File: src/rtl/mod2n1_ling_adder_pipe.sv
// mod2n1_ling_adder_pipe: pipelined Ling prefix adder, modulo 2^N-1 (end-around carry)
// or plain 2^N binary add with carry-in/carry-out, valid/ready with global stall.
module mod2n1_ling_adder_pipe #(
    parameter int N           = 8,
    parameter int PIPE_PREFIX = 1,
    parameter int ZERO_NORM   = 0
) (
    input  logic         clk,
    input  logic         rst,
    input  logic         in_valid,
    output logic         in_ready,
    input  logic         mode,
    input  logic [N-1:0] a,
    input  logic [N-1:0] b,
    input  logic         cin,
    output logic         out_valid,
    input  logic         out_ready,
    output logic [N-1:0] sum,
    output logic         cout
);
    localparam int LG = $clog2(N);

    typedef struct packed {
        logic         v;
        logic         m;
        logic         ci;
        logic [N-1:0] h;
        logic [N-1:0] pr;
        logic [N-1:0] p;
        logic [N-1:0] x;
    } stage_t;

    logic         en;
    logic [N-1:0] hf, c, sum_raw, sum_d, sum_q;
    logic         cout_d, cout_q, out_valid_d, out_valid_q;
    stage_t       fin;

    assign en       = ~out_valid_q | out_ready;
    assign in_ready = en;

    for (genvar k = 0; k <= LG; k++) begin : g_st
        stage_t st_d, st_q;
        if (k == 0) begin : g_in
            // Ling seeds: H_i = g_i, Pr_i = p_{i-1}; bit 0 wraps to p_{N-1} or sees p_{-1}=1
            assign st_d.v  = in_valid;
            assign st_d.m  = mode;
            assign st_d.ci = cin;
            assign st_d.h  = a & b;
            assign st_d.p  = a | b;
            assign st_d.x  = a ^ b;
            assign st_d.pr = {a[N-2:0] | b[N-2:0], mode ? (a[N-1] | b[N-1]) : 1'b1};
        end else begin : g_lvl
            localparam int S = 1 << (k - 1);
            stage_t s;
            assign s = g_st[k-1].st_q;
            assign {st_d.v, st_d.m, st_d.ci, st_d.p, st_d.x} = {s.v, s.m, s.ci, s.p, s.x};
            for (genvar i = 0; i < N; i++) begin : g_b
                localparam int J = (i + N - S) % N;
                logic w;
                // below bit 0 the span wraps in modulo mode, otherwise combines with identity
                assign w          = (i >= S) | s.m;
                assign st_d.h[i]  = s.h[i] | (s.pr[i] & w & s.h[J]);
                assign st_d.pr[i] = s.pr[i] & (~w | s.pr[J]);
            end
        end
        if (k == 0 || PIPE_PREFIX != 0) begin : g_reg
            always_ff @(posedge clk or posedge rst)
                if (rst) st_q <= '0;
                else if (en) st_q <= st_d;
        end else begin : g_comb
            assign st_q = st_d;
        end
    end

    assign fin = g_st[LG].st_q;

    // carry c_i = p_i & h_i; binary mode folds cin in through the remaining group propagate
    always_comb begin
        hf          = fin.h | (fin.m ? '0 : fin.pr & {N{fin.ci}});
        c           = fin.p & hf;
        sum_raw     = fin.x ^ {c[N-2:0], fin.m ? c[N-1] : fin.ci};
        sum_d       = (ZERO_NORM != 0 && fin.m && &sum_raw) ? '0 : sum_raw;
        cout_d      = ~fin.m & c[N-1];
        out_valid_d = fin.v;
    end

    always_ff @(posedge clk or posedge rst)
        if (rst) begin
            out_valid_q <= 1'b0;
            sum_q       <= '0;
            cout_q      <= 1'b0;
        end else if (en) begin
            out_valid_q <= out_valid_d;
            sum_q       <= sum_d;
            cout_q      <= cout_d;
        end

    assign out_valid = out_valid_q;
    assign sum       = sum_q;
    assign cout      = cout_q;
endmodule

File: config.mk
export PLATFORM = sky130hd
export DESIGN_NAME = mod2n1_ling_adder_pipe
export DESIGN_NICKNAME = d
export VERILOG_FILES = /design/src/rtl/mod2n1_ling_adder_pipe.sv
export SDC_FILE = /design/constraint.sdc
export NUM_CORES = 1
export LEC_CHECK = 0
export ABC_AREA = 1
export ABC_CLOCK_PERIOD_IN_PS = 7970
export CORE_MARGIN = 1.5
export CORE_UTILIZATION = 50
export CTS_CLUSTER_SIZE = 24
export DETAILED_ROUTE_END_ITERATION = 12
export GPL_ROUTABILITY_DRIVEN = 0
export GPL_TIMING_DRIVEN = 0
export PLACE_DENSITY = 0.79
export SLEW_MARGIN = 15
export SYNTH_ARGS = -nofsm -noshare
export SYNTH_HDL_FRONTEND = slang
export SYNTH_SLANG_ARGS = --single-unit
export TNS_END_PERCENT = 5
File: constraint.sdc
create_clock -name clk -period 7.97 [get_ports clk]
set_input_delay 1.594 -clock clk [delete_from_list [all_inputs] [get_ports clk]]
set_output_delay 1.594 -clock clk [all_outputs]
set_load 0.02 [all_outputs]
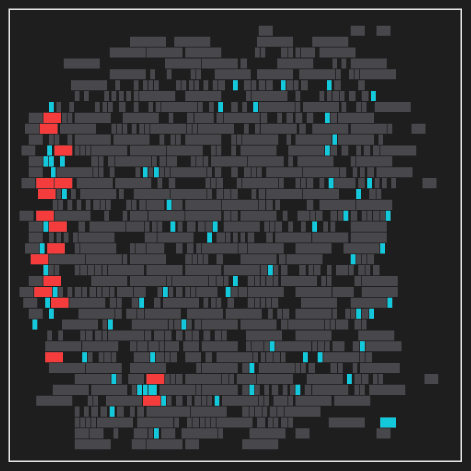
**Above:** run 1 (gate-type map).
Drawn at 4 px/µm.
Cyan is inv cells, cells 66, most used inv_1, where all over the die. Red is fa/ha/maj cells, cells 16, most used ha_1.

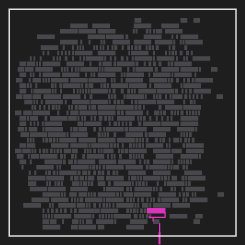
**Above:** run 1 (wires at chosen ports, followed through buffers).
Drawn at 2 px/µm.
Magenta is `cout`, bits 1, direction output, end cells 1, buffers 1, wire 18.2 µm.

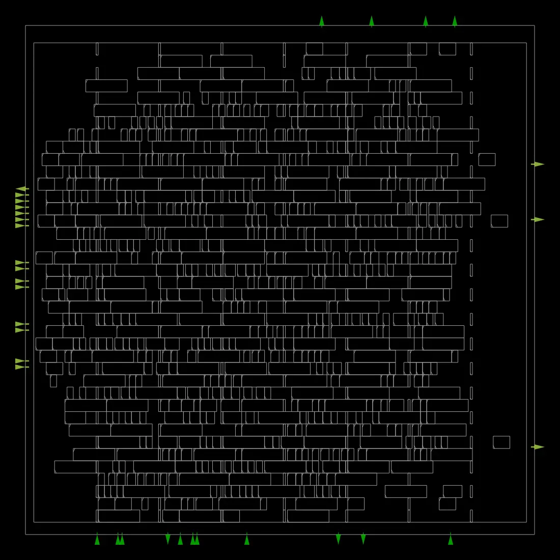
**Above:** run 1 (cell placement).
Non-Filler Instances: 867
floorplan core area: 0.01156 mm²

==> impl_metrics.csv, run 1 <==
group,metric,value,unit
outcome,status,"finished, final reports clean",
timing,finalCriticalPeriod,4.887,ns
pwr,peakVddDrop,158.7,µV
pwr,p_leak,3.572,nW
routing,viasPerCell,5.438,
setup_path,crit_chain,"clkdlybuf4s50_1 -> inv_2 -> nand2_4 -> buf_4 -> buf_2 -> clkdlybuf4s50_1",
pwr,internal_power,1.786,mW
timing,whs,0.4466,ns
pwr,p_per_area,397.2,mW/mm²
setup_path,worstPathRequired,6.38,ns
global_route,grt_pass1_wl,23.46,mm
clock_tree,clk_latency,0.42,ns
logic_synthesis,yosys.stat.seqShare,59.53,%
logic_synthesis,synth_warnings,0,
clock_tree,clock_sinks,143,
layout,finalNetCount,750,
placed_design,place_inst,836,
placed_design,dp_slack,3.092,ns
setup_path,crit_top_cell,"clkdlybuf4s50_1",
pwr,combPwrFrac,29.9,%
job,drv_cap,0,
die,dieArea,0.01269,mm²
placed_design,place_area,0.006545,mm²
logic_synthesis,netlist_instances,660,
timing,tns,0,ns
logic_synthesis,synth_area_per_cell,9.107,µm²
layout,antenna_cells,0,
timing,rsz0062_at_grt,"false",
timing,worst_slack,3.083,ns
routing,first_pass_iters,6,
clock_tree,cts_root_buf,"clkbuf_16",
-- run 1: worst min-delay path, stage by stage (launching register included) --
cell and delay (ns):
dfrtp_1 0.32, inv_1 0.04, nand2_1 0.05
-- run 1: power groups by stage --
stage	logic (mW)	registers, mW	clock network (mW)
6_report	0.840	1.24	0.729
3_3_place_gp	0.792	1.23	0
2_1_floorplan	0.540	1.22	0
5_1_grt	0.941	1.27	0.767
4_1_cts	0.838	1.24	0.728
3_5_place_dp	0.828	1.24	0
-- run 1: logic make-up (layout without fill, tap and decap cells) --
kind of cell	Yosys count	count (layout)	share of synthesized area [%]
buffers and inverters	96	160	7.244
flip-flops	143	143	59.53
AND-OR/OR-AND	106	106	10.41
AND/OR/NAND/NOR	299	299	19.48
adder cells (fa/ha/maj)	16	16	3.331
-- run 1: state kept, by name (all words and copies together), names as in the netlist --
name and cells:
g_st.st_q 95, out_valid 1, sum 8, cout 1
fin 34, g_st.g_lvl.g_b.w 3, out_valid_d 1
-- run 1: cell usage after synthesis, drive strengths merged --
library cell / count / area share [%]
dfrtp: 143 / 60
nand2: 257 / 16
a31oi: 3 / 0.31
clkinv: 1 / 0.062
nor2: 10 / 0.62
inv: 65 / 4.1
o221ai: 10 / 1.8
nand3: 31 / 2.6
buf: 26 / 2.8
clkbuf: 4 / 0.29
o21ai: 79 / 6.6
ha: 16 / 3.3
a21oi: 7 / 0.58
or2: 1 / 0.10
o211ai: 5 / 0.96
o22ai: 2 / 0.21
-- run 1: metal layers --
layer	track usage [%]	wire (µm)	vias up
met4	13.67	448	0
met2	39.02	6948	197
met5	0	0	-
li1	-	-	2191
met1	30.70	5850	2287
met3	5.076	863	40
-- run 1: area by class of cell --
| type | count | area (µm²) |
|---|---|---|
| Multi-Input combinational cell | 421 | 1997 |
| Inverter | 66 | 257.7 |
| Fill cell | 934 | 4486 |
| Buffer | 30 | 185.2 |
| Clock buffer | 24 | 471.7 |
| Tap cell | 143 | 178.9 |
| Timing Repair Buffer | 33 | 347.8 |
| Clock inverter | 7 | 62.56 |
| Sequential cell | 143 | 3578 |
-- run 1: final timing paths --
kind	from	endpoint	cells after the start
worst max-delay path	out_ready	in_ready	6
worst min-delay path	out_valid_d	out_valid	2
worst max register to register	out_valid	fin[13]	4
worst min register to register	out_valid_d	out_valid	2
max in group asynchronous	rst	g_st[0].st_q[17]	3
min in group asynchronous	rst	fin[30]	2
**Run 1: cells by drive strength**

Drawn at 4 px/µm.
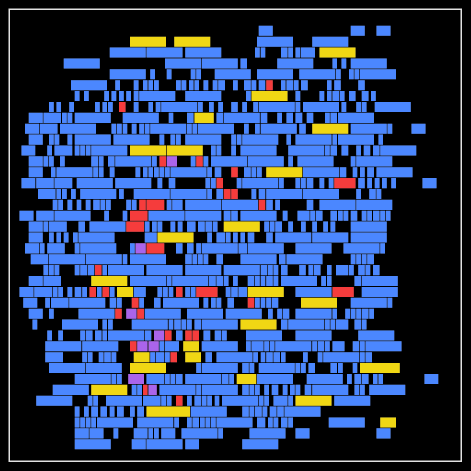

==> run 2, diff against run 1 <==
ABC_CLOCK_PERIOD_IN_PS = 4550   (was 7970)
clock period = 4.55 ns   (was 7.97 ns; I/O delays follow)
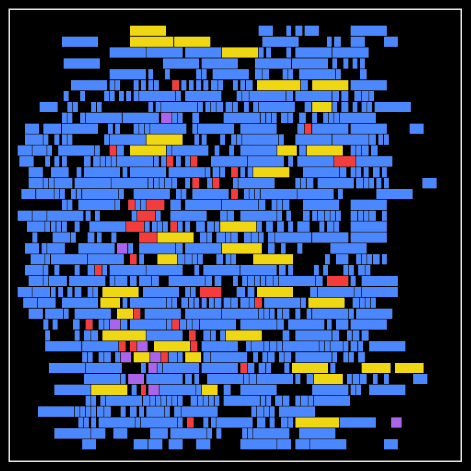
**Above:** run 2 (cells by drive strength).
Drawn at 4 px/µm.
Yellow is x6 and larger, cells 34. Red is x2, cells 32. Blue is x1 and smaller, cells 653. Purple is x3 and x4, cells 10.

==> run 2 against run 1 <==
Final cell count up 0.58%. Critical path depth unchanged. Design area up 2.7%. Utilization up 1.6 points. Hold slack better by 0.0048 ns. Via count up 1.3%. Combinational power up 79%. Die size unchanged. Routed wire length up 2.5%. Clock power up 100%. Clock skew down 0.0019 ns.
==> impl_metrics.csv, run 2 <==
group,metric,value,unit
logic_synthesis,synth-edff-count,0,
worst_hold_path,hp-start,"out_valid_d",
timing,whs,0.4514,ns
clock_tree,clock_sinks,143,
job,drv_cap,0,
logic_synthesis,yosys.stat.seqShare,59.53,%
timing,rsz0062_at_grt,"false",
timing,tns,0,ns
pwr,p_per_area,711.6,mW/mm²
global_route,top_usage_layer,"met2",
layout,top_register,"g_st.st_q",
routing,first_pass_iters,5,
logic_synthesis,xor_share,0,%
placed_design,dp_slack,1.044,ns
global_route,grtUsageMet3,6.587,%
setup_path,worstPathRequired,3.64,ns
layout,instances_no_fill,872,
worst_hold_path,holdPathEnd,"out_valid",
clock_tree,cts_root_buf,"clkbuf_16",
logic_synthesis,netlist_instances,660,
logic_synthesis,synth_warnings,0,
global_route,met1_usage,29.73,%
timing,setup_viol,0,
outcome,status,"finished, final reports clean",
logic_synthesis,top_cells_by_area,"dfrtp_1, nand2_1, o21ai_0",
logic_synthesis,ys_top_logic_family,"simple AND/OR/NAND/NOR gates",
global_route,use_met2,41.30,%
logic_synthesis,synth.cell_area,0.006011,mm²
logic_synthesis,synth.top_cells.by_count,"nand2_1, dfrtp_1, o21ai_0",
timing,worst_slack,1.048,ns
logic_synthesis,top_area_cell,"dfrtp_1",
layout,finalNetCount,754,
worst_hold_path,hold_depth,2,
logic_synthesis,synth_adder_area_share,3.331,%
pwr,peakVddDrop,305.4,µV
placed_design,place_inst,840,
layout,largest_reg_flops,95,
logic_synthesis,synth_area_per_cell,9.107,µm²
logic_synthesis,async_reset_ff_share,100.0,%
logic_synthesis,synthDominantCellAreaShare,59.53,%
routing,viasPerCell,5.479,
pwr,p_leak,3.658,nW
placed_design,place_area,0.006629,mm²
die,dieArea,0.01269,mm²
logic_synthesis,synth_top_flop_cell,"dfrtp_1",
setup_path,worstReg2RegStart,"out_valid",
die,coreArea,0.01156,mm²
==> run 2: kinds of logic after synthesis <==
logic type      after synthesis
buf+inv                      96
simple gates                299
compound gates              106
flops                       143
fa+ha+maj                    16
==> run 2: area by class of cell <==
type | count | area, µm²
plain buffers | 30 | 185.2
clock buffers | 21 | 480.5
clock inverters | 11 | 160.2
fillers | 901 | 4295
inverters | 66 | 254.0
multi-input cells | 421 | 1997
flip-flops and latches | 143 | 3578
well taps | 143 | 178.9
repair buffers | 37 | 435.4
==> run 2: how the worst max path moves through the flow <==
stage,start,end,slack (ns),cells after the start
floorplan,rst,cout,1.85,1
global placement,rst,g_st[0].st_q[4],0.72,2
detailed placement,out_ready,in_ready,1.04,6
CTS,out_ready,in_ready,1.04,6
global route,out_ready,in_ready,0.98,6
finish,out_ready,in_ready,1.05,6
==> run 2: power by group <==
part           switching [mW]  internal, mW  leakage (nW)  total [mW]
clock network           0.521         0.970         0.315        1.49
registers               0.354          1.83          1.75        2.18
logic                   0.963         0.535          1.59        1.50
total                    1.84          3.33          3.66        5.17
==> run 2: per-layer routing <==
| layer | wire length [µm] | vias up |
|---|---|---|
| li1 | - | 2213 |
| met1 | 5907 | 2362 |
| met2 | 7292 | 165 |
| met3 | 872 | 38 |
| met4 | 389 | 0 |
| met5 | 0 | - |
==> run 2: critical path: stages <==
cell and delay, ns:
clkdlybuf4s50_1 0.48, inv_2 0.05, nand2_4 0.08, buf_4 0.19
buf_2 0.24, clkdlybuf4s50_1 0.64
**Run 2: pin map**

Drawn at 4 px/µm. Pins as bars across the die edge, other pins in grey.
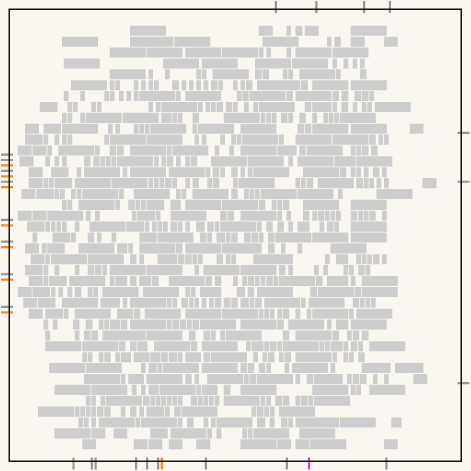

==> run 3, diff against run 2 <==
ABC_CLOCK_PERIOD_IN_PS = 3000   (was 4550)
PLACE_DENSITY = 0.81   (was 0.79)
clock period = 3 ns   (was 4.55 ns; I/O delays follow)
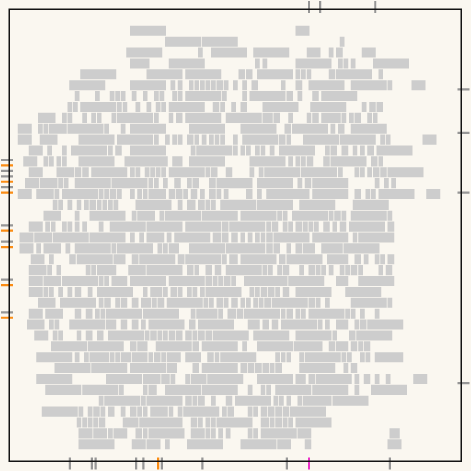
**Above:** run 3 (pin map).
Drawn at 4 px/µm. Pins as bars across the die edge, other pins in grey.
Orange is `a`, pins 8, direction input, edge 7 left, 1 bottom. Magenta is `cout`, pins 1, direction output, edge bottom.
All pins by edge: 15 left, 11 bottom, 4 right, 3 top.

==> run 3 against run 2 <==
Area after synthesis stayed put. Combinational power up 51%. Via count increased by 1.1%. Worst setup slack got worse by 0.96 ns. Sequential share of layout area rose by 0.18 points. Hold slack improved by 0.014 ns. Highest routed layer unchanged. Die size did not move. Count of clock-buffer cells in the layout is 1 higher. Largest cell class unchanged.
==> impl_metrics.csv, run 3 <==
group,metric,value,unit
pwr,peakVddDrop,457.2,µV
pwr,combPwrFrac,28.9,%
logic_synthesis,top_area_cell,"dfrtp_1",
setup_path,crit_buf_inv,5,
timing,finalCriticalPeriod,2.908,ns
layout,finalNetCount,753,
logic_synthesis,synth_warnings,0,
setup_path,slowest_stage,"clkdlybuf4s50_1",
layout,instances_no_fill,871,
clock_tree,clk_latency,0.42,ns
routing,viasPerCell,5.544,
clock_tree,cts_root_buf,"clkbuf_16",
routing,first_pass_iters,6,
logic_synthesis,synth.most_common_cell,"nand2_1",
layout,top_register,"g_st.st_q",
placed_design,place_area,0.006601,mm²
setup_path,worstPathRequired,2.40,ns
logic_synthesis,synth-edff-count,0,
clock_tree,clock_sinks,143,
outcome,status,"finished, final reports clean",
logic_synthesis,yosys.stat.seqShare,59.53,%
setup_path,critPathTopFamily,"buffers and inverters",
global_route,grt_pass1_wl,24.10,mm
logic_synthesis,synth.top_cells.by_count,"nand2_1, dfrtp_1, o21ai_0",
layout,comb_area,0.001997,mm²
pwr,clockPowerShare,28.9,%
layout,antenna_cells,0,
run 3: cell count changes in the layout (fill, tap and decap cells not counted), sizes merged:
cell and delta:
clkinv -2, buf -1, clkbuf +1, clkinvlp +1
run 3: stage by stage:
| stage | TNS [ns] | setup slack [ns] |
|---|---|---|
| global placement | -72.30 | -0.5127 |
| detailed placement | 0 | 0.1165 |
| floorplan | 0 | 0.6089 |
| CTS | 0 | 0.09650 |
| global route | 0 | 0.03266 |
| finish | 0 | 0.09178 |
run 3: worst reg2reg max path, cell delays in order (launching register included):
cell,delay (ns)
dfrtp_1,0.41
nand2_4,0.12
clkbuf_1,0.54
o21ai_0,0.20
run 3: area by class of cell:
cell class	count	area share (%)
Tap cell	143	2.470
Multi-Input combinational cell	421	27.57
Buffer	30	2.557
Clock buffer	22	6.685
Inverter	66	3.507
Sequential cell	143	49.40
Clock inverter	10	2.177
Timing Repair Buffer	36	5.631
run 3: power by group through the flow:
| stage | Clock [mW] | Combinational [mW] | Sequential [mW] |
|---|---|---|---|
| floorplan | 0 | 1.44 | 3.24 |
| global placement | 0 | 2.10 | 3.27 |
| detailed placement | 0 | 2.20 | 3.30 |
| CTS | 2.27 | 2.26 | 3.29 |
| global route | 2.35 | 2.53 | 3.40 |
| finish | 2.26 | 2.26 | 3.31 |
run 3: final timing paths:
path | start | end | slack [ns] | cells past startpoint
min | out_valid_d | out_valid | 0.47 | 2
min reg2reg | out_valid_d | out_valid | 0.47 | 2
max in group asynchronous | rst | g_st[0].st_q[1] | 1.66 | 4
min in group asynchronous | rst | fin[23] | 0.61 | 2
max reg2reg | out_valid | fin[4] | 1.57 | 3
max | out_ready | in_ready | 0.09 | 6
run 3: logic make-up after synthesis:
kind of cell,synth area share [%]
and+or+nand+nor,19.48
DFF,59.53
AOI/OAI and AO/OA,10.41
buffers and inverters,7.244
adders and majority gates,3.331
run 3: metal layers:
metal	track usage, %	share of wire [%]
met5	0	0
met4	11.48	3.4
met3	5.238	7.9
met2	41.18	50
met1	30.64	39
Power and IR drop assume default switching activity.
